==> images/clocks.png <==
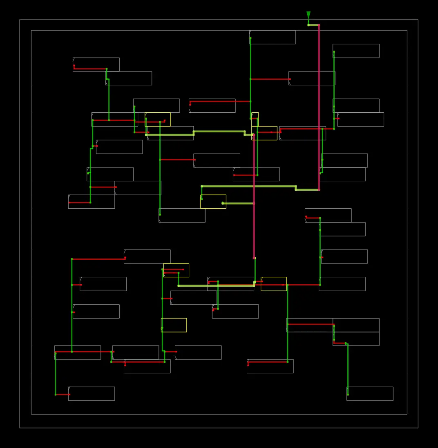
==> images/detail.png <==
Region (20, 20) to (60, 60) um. Cells in grey, sequential cells in the stronger grey; small squares are vias.
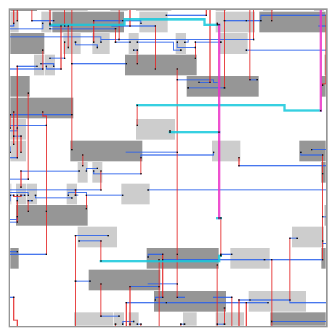
==> images/metal_density.png <==
Bar = 20 um. 16 x 16 tiles, from white (low) to dark blue (high), scaled to the fullest tile. Values are wire area over tile area, all layers added.
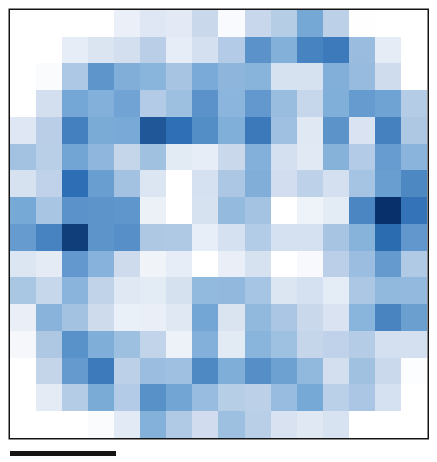
==> images/layer_met3.png <==
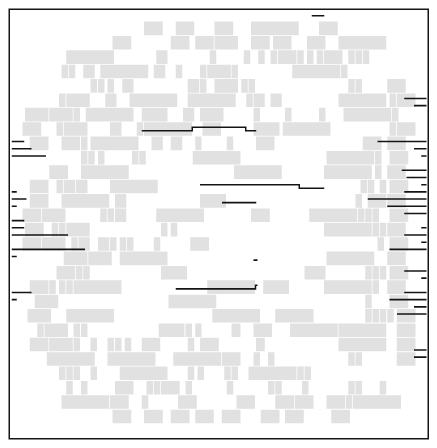
==> images/clk_routes.png <==
Bar = 20 um.
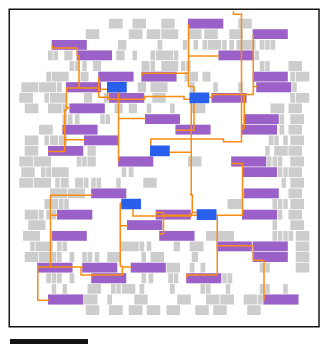
`src/rtl/gates_pkg.sv`:
```
// Shared types and golden model for the gates response checker.
package gates_pkg;

    typedef enum logic [1:0] {IDLE, RUN, DRAIN, DONE} chk_state_t;

    localparam int NUM_OUTS = 5;

    // Golden gate outputs for one bit position, bit k-1 corresponds to yk:
    // {NOR, NAND, XOR, OR, AND}. Applied per bit so the checker width stays free.
    function automatic logic [NUM_OUTS-1:0] gates_golden(input logic a, input logic b);
        return {~(a | b), ~(a & b), a ^ b, a | b, a & b};
    endfunction

endpackage

```
`src/rtl/gates_golden_stage.sv`:
```
// S1 of the checker pipeline: captures DUT results and computes the golden values.
module gates_golden_stage
    import gates_pkg::*;
#(
    parameter int WIDTH = 4
) (
    input  logic                               clk,
    input  logic                               reset,
    input  logic                               in_vld,
    input  logic [WIDTH-1:0]                   a,
    input  logic [WIDTH-1:0]                   b,
    input  logic [NUM_OUTS-1:0][WIDTH-1:0]     y,
    output logic                               vld,
    output logic [NUM_OUTS-1:0][WIDTH-1:0]     act,
    output logic [NUM_OUTS-1:0][WIDTH-1:0]     exp
);

    logic [WIDTH-1:0][NUM_OUTS-1:0] gold_bits;
    logic [NUM_OUTS-1:0][WIDTH-1:0] exp_d;

    // Golden model evaluated bit by bit, then transposed into per-output words.
    for (genvar i = 0; i < WIDTH; i++) begin : g_bit
        assign gold_bits[i] = gates_golden(a[i], b[i]);
        for (genvar k = 0; k < NUM_OUTS; k++) begin : g_out
            assign exp_d[k][i] = gold_bits[i][k];
        end
    end

    // Stage register; data only moves with a valid vector so idle cycles hold state.
    always_ff @(posedge clk or posedge reset) begin
        if (reset) begin
            vld <= 1'b0;
            act <= '0;
            exp <= '0;
        end else begin
            vld <= in_vld;
            if (in_vld) begin
                act <= y;
                exp <= exp_d;
            end
        end
    end

endmodule

```
`config.mk`:
```
export PLATFORM = sky130hd
export DESIGN_NAME = gates_golden_stage
export DESIGN_NICKNAME = d
export VERILOG_FILES = /design/src/rtl/gates_pkg.sv /design/src/rtl/gates_golden_stage.sv
export SDC_FILE = /design/constraint.sdc
export NUM_CORES = 1
export LEC_CHECK = 0
export ABC_AREA = 1
export CAP_MARGIN = 10
export CORE_AREA = 2 2 77 79
export CTS_CLUSTER_DIAMETER = 80
export DETAILED_ROUTE_END_ITERATION = 8
export DIE_AREA = 0 0 79 81
export PLACE_DENSITY = 0.65
export RECOVER_POWER = 25
export SETUP_SLACK_MARGIN = 0.02
export SYNTH_ARGS = -nofsm -noshare
export SYNTH_HDL_FRONTEND = slang
export SYNTH_SLANG_ARGS = --single-unit
export TNS_END_PERCENT = 10
```
`constraint.sdc`:
```
create_clock -name clk -period 1.74 [get_ports clk]
set_clock_uncertainty 0.15 [all_clocks]
set_input_delay 0.348 -clock clk [delete_from_list [all_inputs] [get_ports clk]]
set_output_delay 0.348 -clock clk [all_outputs]
set_load 0.005 [all_outputs]
```
==> summary.txt <==
Reports from this run.

- The final design area excluding fillers is 0.00271 mm^2.
- The fraction of the core area covered by cells at the end of the flow is 47.8%.
- The vertical extent of the die reads 81 um.
- At the end of routability-driven placement, the weighted congestion stood at 0.722.
- The largest fanout on the critical path is 2.
- The startpoint class of the critical path reads a flop.
- The number of H-tree levels reads 2.
- The number of cells in the yosys synthesis report is 204.
- The arrival time at the worst endpoint is 1.18 ns.
- The met2 layer usage reported by global route is 22.6%.
- The busiest layer in global routing is met2.
- In this run, flip-flops and latches consume 51.0% of the power.
- The family with the most delay on the worst path is buffers and inverters.
- The type of element capturing the critical path is an output port.
- The average wire per cell in the routed design is 10.7 um.
- The horizontal extent of the die is 79 um.
- The worst hold slack after final layout is 0.321 ns.
- The number of hold buffers added after CTS is 0.
- The clock root buffer reads sky130_fd_sc_hd__clkbuf_8.
- The number of warning messages in the logs reads 39.
- The cell-internal power reads 1.61 mW.
- The endpoint of the most critical register-to-register path reads exp[6].
- The power density over cell area is 785 mW/mm^2.
- The tally of non-filler cells in the final layout is 350.
- The total chip power reads 2.13 mW.
- The critical path in the final layout is reported with a setup slack of 0.0589 ns.
- The number of nets still failing antenna checks after routing reads 0.
- After legalization and detailed placement, the total HPWL measured 2590 um.
- For the worst min-delay path, the startpoint reported by OpenROAD is act[5].
- According to the timing report, the data required time at the worst endpoint equals 1.24 ns.
- The path with the worst hold slack has its endpoint at act[5].
- Timing analysis after detailed placement gives a worst setup slack of 0.122 ns.
- The count of cell types in the netlist reads 9.
- In the final layout, multi-input gates take up 25.7% of the cell area.
- During placement, the flow inserted port buffers numbering 71.
- The area recorded from the Yosys report for this design is 0.00191 mm^2.
- The detailed-routing wirelength on met1 reads 1710 um.
- The launching element of the worst setup path is exp[6].
- The clock edge transition at the registers on the reported setup and hold paths reads 0.07 ns.
- The overall routed net length is 3730 um.
- The timing report notes that buffer and inverter cells on the critical path total 1.
- The run finished with clean final reports.
- The highest ir drop seen on vdd is 0.347 mV.
- The number of max-cap violations reads 0.
- The area growth from synthesis to layout reads 41.8%.
About clocks.png:
number of CTS-inserted buffers: 5
Clock Sinks: 41
count of clock-net buffers in the final layout: 7
Insertion Delay late pin: 0.28 ns
number of flip-flops and latches: 41

About detail.png:
Cyan is metal 3. Blue is metal 1. Red is metal 2. Magenta is metal 4.
Sequential cells in the window: 11. Netlist names of flops here include `exp` (7), `act` (3). Most frequent: nand2_1 (11), dfrtp_1 (11). 41 logic cells have their middle in the window.

About metal_density.png:
20% of the tiles are over half the peak. The mean over all tiles is 0.093. The densest ninth of the die: left middle. 11% of the tiles are nearly empty. The emptiest ninth of the die: middle.

About layer_met3.png:
The layer carries 210 um of wire. 39 nets have wire on it.

About clk_routes.png:
Blue is clock drivers, count 5. Purple is flip-flops, count 41. Orange is clock wires, length 525 um.
There are 6 routed clock nets. Position of the flops: spread over the die.
share of total power in the clock network: 28.8%
clock-net power: 0.613 mW

==> worst register-to-register path: stages (launching register included) <==
cell and delay (ns):
sky130_fd_sc_hd__dfrtp_1 0.41, sky130_fd_sc_hd__nand2_2 0.08, sky130_fd_sc_hd__nand2_2 0.04
==> power groups by stage <==
stage               combinational (mW)  clock, mW  sequential (mW)
detailed placement               0.444          0             1.10
global placement                 0.437          0             1.10
global route                     0.485      0.689             1.10
floorplan                        0.168          0             1.11
finish                           0.428      0.613             1.09
CTS                              0.446      0.647             1.09
==> flip-flops by register name (all words and copies together), names as in the netlist <==
name  cells
act      20
exp      20
vld       1
==> synth_stat cells (all sizes together) <==
cell	count	area [um^2]
ha	16	200
nand2	120	495
buf	7	87.6
inv	18	75.1
clkbuf	2	27.5
dfrtp	41	1030
Power and IR drop assume default switching activity.
